### Met1 routing, run 1

Scale bar: 50 um.
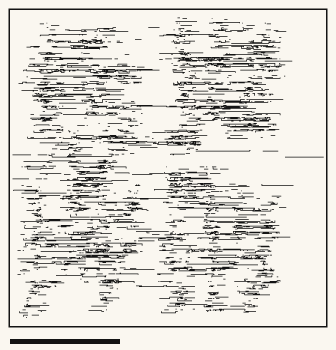
### Signal wires on met2, run 1

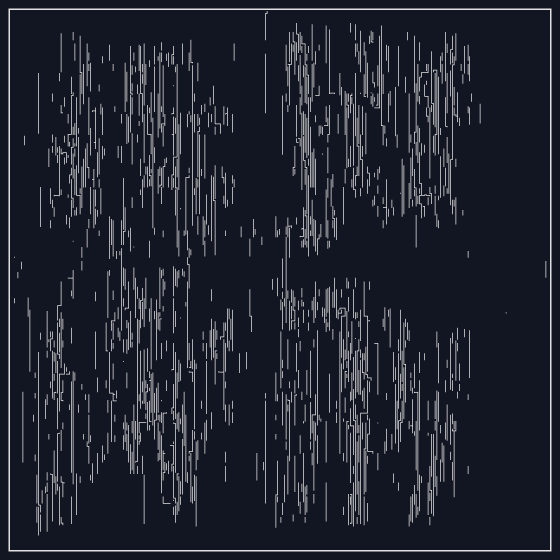
### Signal wires on met3, run 1

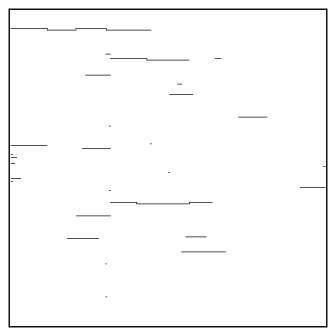
Design tick_key_conditioner, sky130hd; sources not shown.
==> qor.yml, run 1 <==
gp_congestion: 0.772
syn-cell-area_mm2: 0.00700
hold_viol_final: 0
syn_to_final_growth_pct: 13.4
nFillCells: 2000
mi_logic_area_mm2: 0.00381
top_level_ports: 10
yosys.area.top_type: "dfxtp_1"
log.warning_count: 26
min_path_type: "reg2reg"
syn_nets: 813
die_height_um: 143
final_nets: 819
drc: 0
crit_required_ns: 3.19
skew_ns: 0.00755
ys.warnings.count: 0
cts_tree: "done"
htree_levels: 4
clock_sinks: 150
ys_sh_mux_pct: 0.429
initCoreUtil_pct: 35.9
drt-wirelength-per-cell_um: 12.7
vdd_drop_max_mv: 0.392
power_per_cell_area_mw_per_mm2: 577
postSynthSeqShare_pct: 42.9
yosys.area_share.aoi_pct: 3.43
setup_violations: 0
avgViaCountPerCell: 4.96
ys_types: 57
syn_avg_cell_area_um2: 8.71
clockBufferDepth: 2
outcome: "completed"
power.leakage_nw: 2.60
antenna_cells: 0
port-buffer-count: 9
grt_pass1_vias: 5230
ys_sh_adder_pct: 0.715
ant_nets: 0
core.rowCount: 51
ys_sh_xor_pct: 15.3
flop_cell: "dfxtp_1"
layout_top_cell: "nor2_1"
core-area_mm2: 0.0195
first_pass_iters: 4
critPathLaunchType: "flop"
syn_inst: 804
place_hpwl_um: 9500
crit_path_max_fanout: 32
topCombFamilyByArea: "simple AND/OR/NAND/NOR gates"
critical_path_class: "reg2reg"
lay_top_cells: "170 x nor2_1, 150 x dfxtp_1, 83 x xor2_1"
cts_hold_buf: 0
top_cell_area_share_pct: 42.9
ys_cells: 804
maxCapViolCount: 0
antenna_found_initial: 0
ys.flops: 150
cts_resized: 0
grt_start_max_net_pins: 33
die_w_um: 143
ys_async_sr_fraction_pct: 0
die_area_mm2: 0.0206
root_buffer: "clkbuf_16"
r2r_setup_slack_ns: 0.48
path_clk_slew_ns: 0.06
layout-drive-gt1-share_pct: 6.44
clk_latency_ns: 0.42
final-seq-area_mm2: 0.00300
grt_pass1_wl_um: 23900
largest_reg_flops: 96
fmax_mhz: 414
tns_ns: 0
## Picture notes: 'Met1 routing'
- wire length on this layer: 6980 um
- share of all routed wire: 51%
- main direction: horizontal
- longest straight run: 29.0 um
- nets with wire on the layer: 760
GRT met1 Usage: 18.8%
DRT Wirelength: 13800 um
vias: 5392

## Picture notes: 'Signal wires on met2'
- share of all routed wire: 46%
- wire length on this layer: 6360 um
- longest straight run: 42.5 um
- main direction: vertical
M2 GR Usage: 23.5%

## Picture notes: 'Signal wires on met3'
- longest straight run: 23.9 um
- nets with wire on the layer: 15
GR Layer Usage met3: 3.50%

-- run 1: final cells by class --
cell class	count	share of cell area, %
multi-input combinational	623	48.0
sequential	150	37.8
clock buffer	18	5.53
tap	265	4.17
clock inverter	14	2.79
timing repair buffer	13	1.51
inverter	5	0.236
-- run 1: per-layer routing --
layer / GRT usage (%) / vias to the layer above / routed length [um]
met2: 23.5 / 36 / 6360
met3: 3.50 / 16 / 301
met5: 0 / - / 0
met4: 4.93 / 0 / 164
li1: - / 2792 / -
met1: 18.8 / 2548 / 6980
-- run 1: synthesized netlist by cell type, drive strengths merged (2+ instances only) --
master and n:
nor2 170, dfxtp 150, xor2 83, nand2 60, nand3 57, xnor2 39
nand4 34, and3 26, and4 19, nor4 19, nor3 15, buf 14
clkbuf 12, nand2b 10, nor2b 10, o21ai 8, nor4b 7, inv 5
nand3b 5, nor3b 5, a21boi 4, a21oi 4, and2 4, ha 4
nand4b 4, or3 4, or4 4, mux2i 3, nor4bb 3, a211oi 2
a31oi 2, and3b 2, o22ai 2, or4b 2
-- run 1: metrics by stage --
stage	setup slack [ns]	hold WS (ns)	cell area (um2)	cells	total power (W)
2_1_floorplan	0.913	0.386	7000	804	0.00216
3_3_place_gp	0.492	0.390	7280	1056	0.00217
3_5_place_dp	0.476	0.394	7280	1056	0.00217
4_1_cts	0.465	0.402	7940	1088	0.00463
5_1_grt	0.224	0.422	7940	1088	0.00474
6_report	0.483	0.407	7940	1088	0.00458
-- run 1: worst max-delay path, cell delays in order, from the launching register on --
cell,delay [ns]
dfxtp_1,0.52
nand4_1,0.13
or4_1,0.51
o21ai_1,0.12
nor4b_2,0.26
o22a_2,0.61
nor2_1,0.11
-- run 1: cells by family (layout without fill, tap and decap cells) --
kind of cell               count (synthesis)  count (layout)
DFF                                      150             150
xor gates and xnor gates                 122             122
muxes                                      3               3
AOI/OAI and AO/OA                         32              32
adders and majority gates                  4               4
buffers and inverters                     31              50
and+or+nand+nor                          462             462
-- run 1: power by group --
group	internal (W)	total, W	switching [W]
Clock	0.00156	0.00246	0.000901
Sequential	0.00207	0.00208	0.0000109
Combinational	0.0000199	0.0000434	0.0000235
### Routing congestion map, run 1

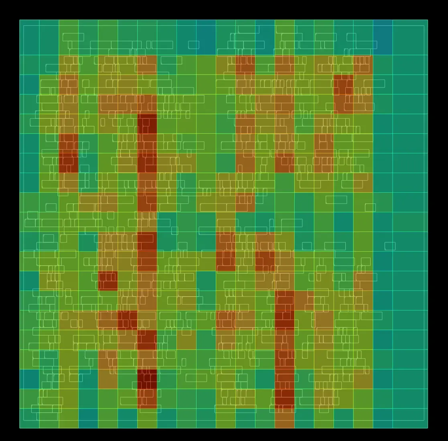

## Run 2: what changed since run 1
Clock period 2.9 ns to 2.4 ns, I/O delays scaled along.
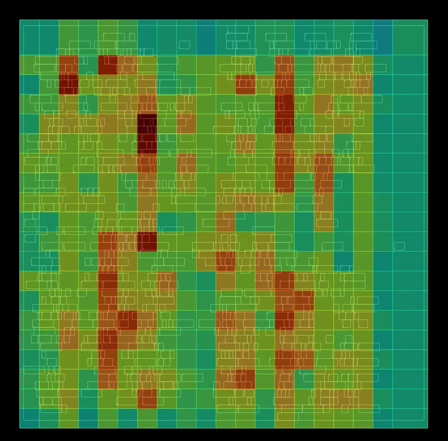
*Routing congestion map, run 2*
fin util: 41.0%
Total GRT Usage: 14.7%
GR Layer Usage met3: 3.37%
routed len/inst: 12.8 um

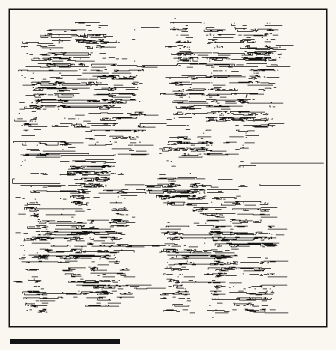
*Met1 routing, run 2*
Scale bar: 50 um.
- main direction: horizontal
- nets with wire on the layer: 785
- share of all routed wire: 49%
DRT Wirelength: 14100 um
GRT met1 Usage: 18.5%
vias: 5377

==> run 2 against run 1 <==
  * Maximum frequency up 8.0%
  * Register-to-register slack worse by 0.32 ns
  * Largest cell class unchanged
  * Die size is the same
  * Synthesized area stayed put
  * Via count decreased by 0.28%
==> qor.yml, run 2 <==
grt_pass1_vias: 5238
ys_sh_adder_pct: 0.715
setup_violations: 0
clock_sinks: 150
cts_hold_buf: 0
die_area_mm2: 0.0206
ys_cells: 804
path_clk_slew_ns: 0.06
critical_path_class: "reg2reg"
drc: 0
crit_required_ns: 2.70
design_area_mm2: 0.00801
top_level_ports: 10
layout_top_cell: "nor2_1"
hold_viol_final: 0
first_pass_iters: 4
htree_levels: 4
outcome: "completed"
topCombFamilyByArea: "simple AND/OR/NAND/NOR gates"
whs_path_depth: 2
cts_tree: "done"
worst_ep_arrival_time_ns: 2.53
initCoreUtil_pct: 35.9
min_path_type: "in2reg"
period_minus_slack_ns: 2.24
root_buffer: "clkbuf_16"
ys_types: 57
clk_latency_ns: 0.43
avgViaCountPerCell: 4.90
fin_crit_sh_pct: 93.2
die_height_um: 143
placed_cells: 1067
final-seq-area_mm2: 0.00300
top_cell: "nor2_1"
numCtsBuffers: 17
place_area_mm2: 0.00740
edf_count: 0
syn_to_final_growth_pct: 14.4
grt_start_max_net_pins: 33
gp_congestion: 0.814
yosys.area.top_type: "dfxtp_1"
layout-drive-gt1-share_pct: 7.44
fmax_mhz: 447
lay_top_cells: "170 x nor2_1, 150 x dfxtp_1, 83 x xor2_1"
port-buffer-count: 9
nFillCells: 1963
top_cells_by_area: "dfxtp_1 43%, xor2_1 10%, nor2_1 9.1%, xnor2_1 4.9%, nand3_1 4.1%"
ys_sh_xor_pct: 15.3
synthSimpleGateAreaFrac_pct: 34.6
largest_reg_flops: 96
antenna_cells: 0
synthTopCellsByCount: "170 x nor2_1, 150 x dfxtp_1, 83 x xor2_1"
ys_async_sr_fraction_pct: 0
vdd_drop_max_mv: 0.482
crit_path_max_fanout: 32
flop_cell: "dfxtp_1"
cp-end-kind: "flop"
relSlewSlack_pct: 63.7
ant_nets: 0
die_w_um: 143
skew_ns: 0.00908
log.warning_count: 26
clockBufferDepth: 2
grt_pass1_wl_um: 24100
syn_avg_cell_area_um2: 8.71
post_cts.repair.setup_buffers: 0
antenna_found_initial: 0
power_w: 0.00525
yosys.area_share.aoi_pct: 3.43
syn_nets: 813
postSynthSeqShare_pct: 42.9
top_cell_area_share_pct: 42.9
initialDrtViolationCount: 298
post-place-ws_ns: 0.166
final_nets: 830
syn_inst: 804
reg2reg_depth: 6
ys.flops: 150
r2r_setup_slack_ns: 0.16
mi_logic_area_mm2: 0.00383
ys_chip_area_mm2: 0.00700
ys.warnings.count: 0
ys_sh_mux_pct: 0.429
core-area_mm2: 0.0195
drv_slew: 0
grt_overflow: 0
maxCapViolCount: 0
power_per_cell_area_mw_per_mm2: 655
cts_resized: 0
place_hpwl_um: 9780
critPathLaunchType: "flop"
worst_slack_ns: 0.162
power.leakage_nw: 2.68
syn-cell-area_mm2: 0.00700
worstMarginPinSlew_ns: 0.537
instances_no_fill: 1098
core.rowCount: 51
run 2: netlist changes by cell type in the layout (fill, tap and decap cells not counted), moves of 2 or more:
cell       previous run  this run
buf_4                 4        12
buf_12                0         3
bufinv_16             5         3
clkbuf_1              0         2
clkinv_2              1         3
clkinv_4              3         1
nor4_4                1         3
run 2: through the flow:
step | setup TNS [ns] | hold slack [ns]
after global routing | -0.432 | 0.388
final | 0 | 0.375
after global placement | 0 | 0.392
after detailed placement | 0 | 0.408
after floorplan | 0 | 0.341
after CTS | 0 | 0.359
run 2: per-layer routing:
layer / vias up / wire, um / GRT usage [%]
met2: 59 / 6510 / 23.8
met5: - / 0 / 0
met1: 2493 / 6930 / 18.5
met4: 0 / 215 / 6.55
li1: 2808 / - / -
met3: 17 / 407 / 3.37
run 2: worst max-delay path, cell delays in order (launching register included):
cell	delay, ns
dfxtp_1	0.34
nor4_1	0.41
nand4_1	0.25
nor4_1	0.37
o22ai_1	0.11
o21ba_4	0.50
nor2_1	0.11
run 2: area by class of cell:
| type | instances | area share, % |
|---|---|---|
| clock buffers | 19 | 5.40 |
| clock inverters | 12 | 1.92 |
| inverters | 5 | 0.234 |
| multi-input cells | 623 | 47.8 |
| flip-flops and latches | 150 | 37.5 |
| well taps | 265 | 4.14 |
| repair buffers | 24 | 3.00 |
run 2: report_power, final:
group          total (W)  switching (W)  internal [W]  leakage [nW]
Combinational  0.0000592      0.0000306     0.0000286          1.19
Sequential       0.00251      0.0000131       0.00250          1.21
Clock            0.00267        0.00105       0.00163         0.280
run 2: kinds of logic (layout without fill, tap and decap cells):
logic type	after synthesis	count (layout)
AND-OR/OR-AND	32	32
XOR/XNOR	122	122
adder cells (fa/ha/maj)	4	4
buffers and inverters	31	60
flip-flops	150	150
multiplexers	3	3
AND/OR/NAND/NOR	462	462
Power figures rest on the tool's default switching activity, not on a simulated workload.
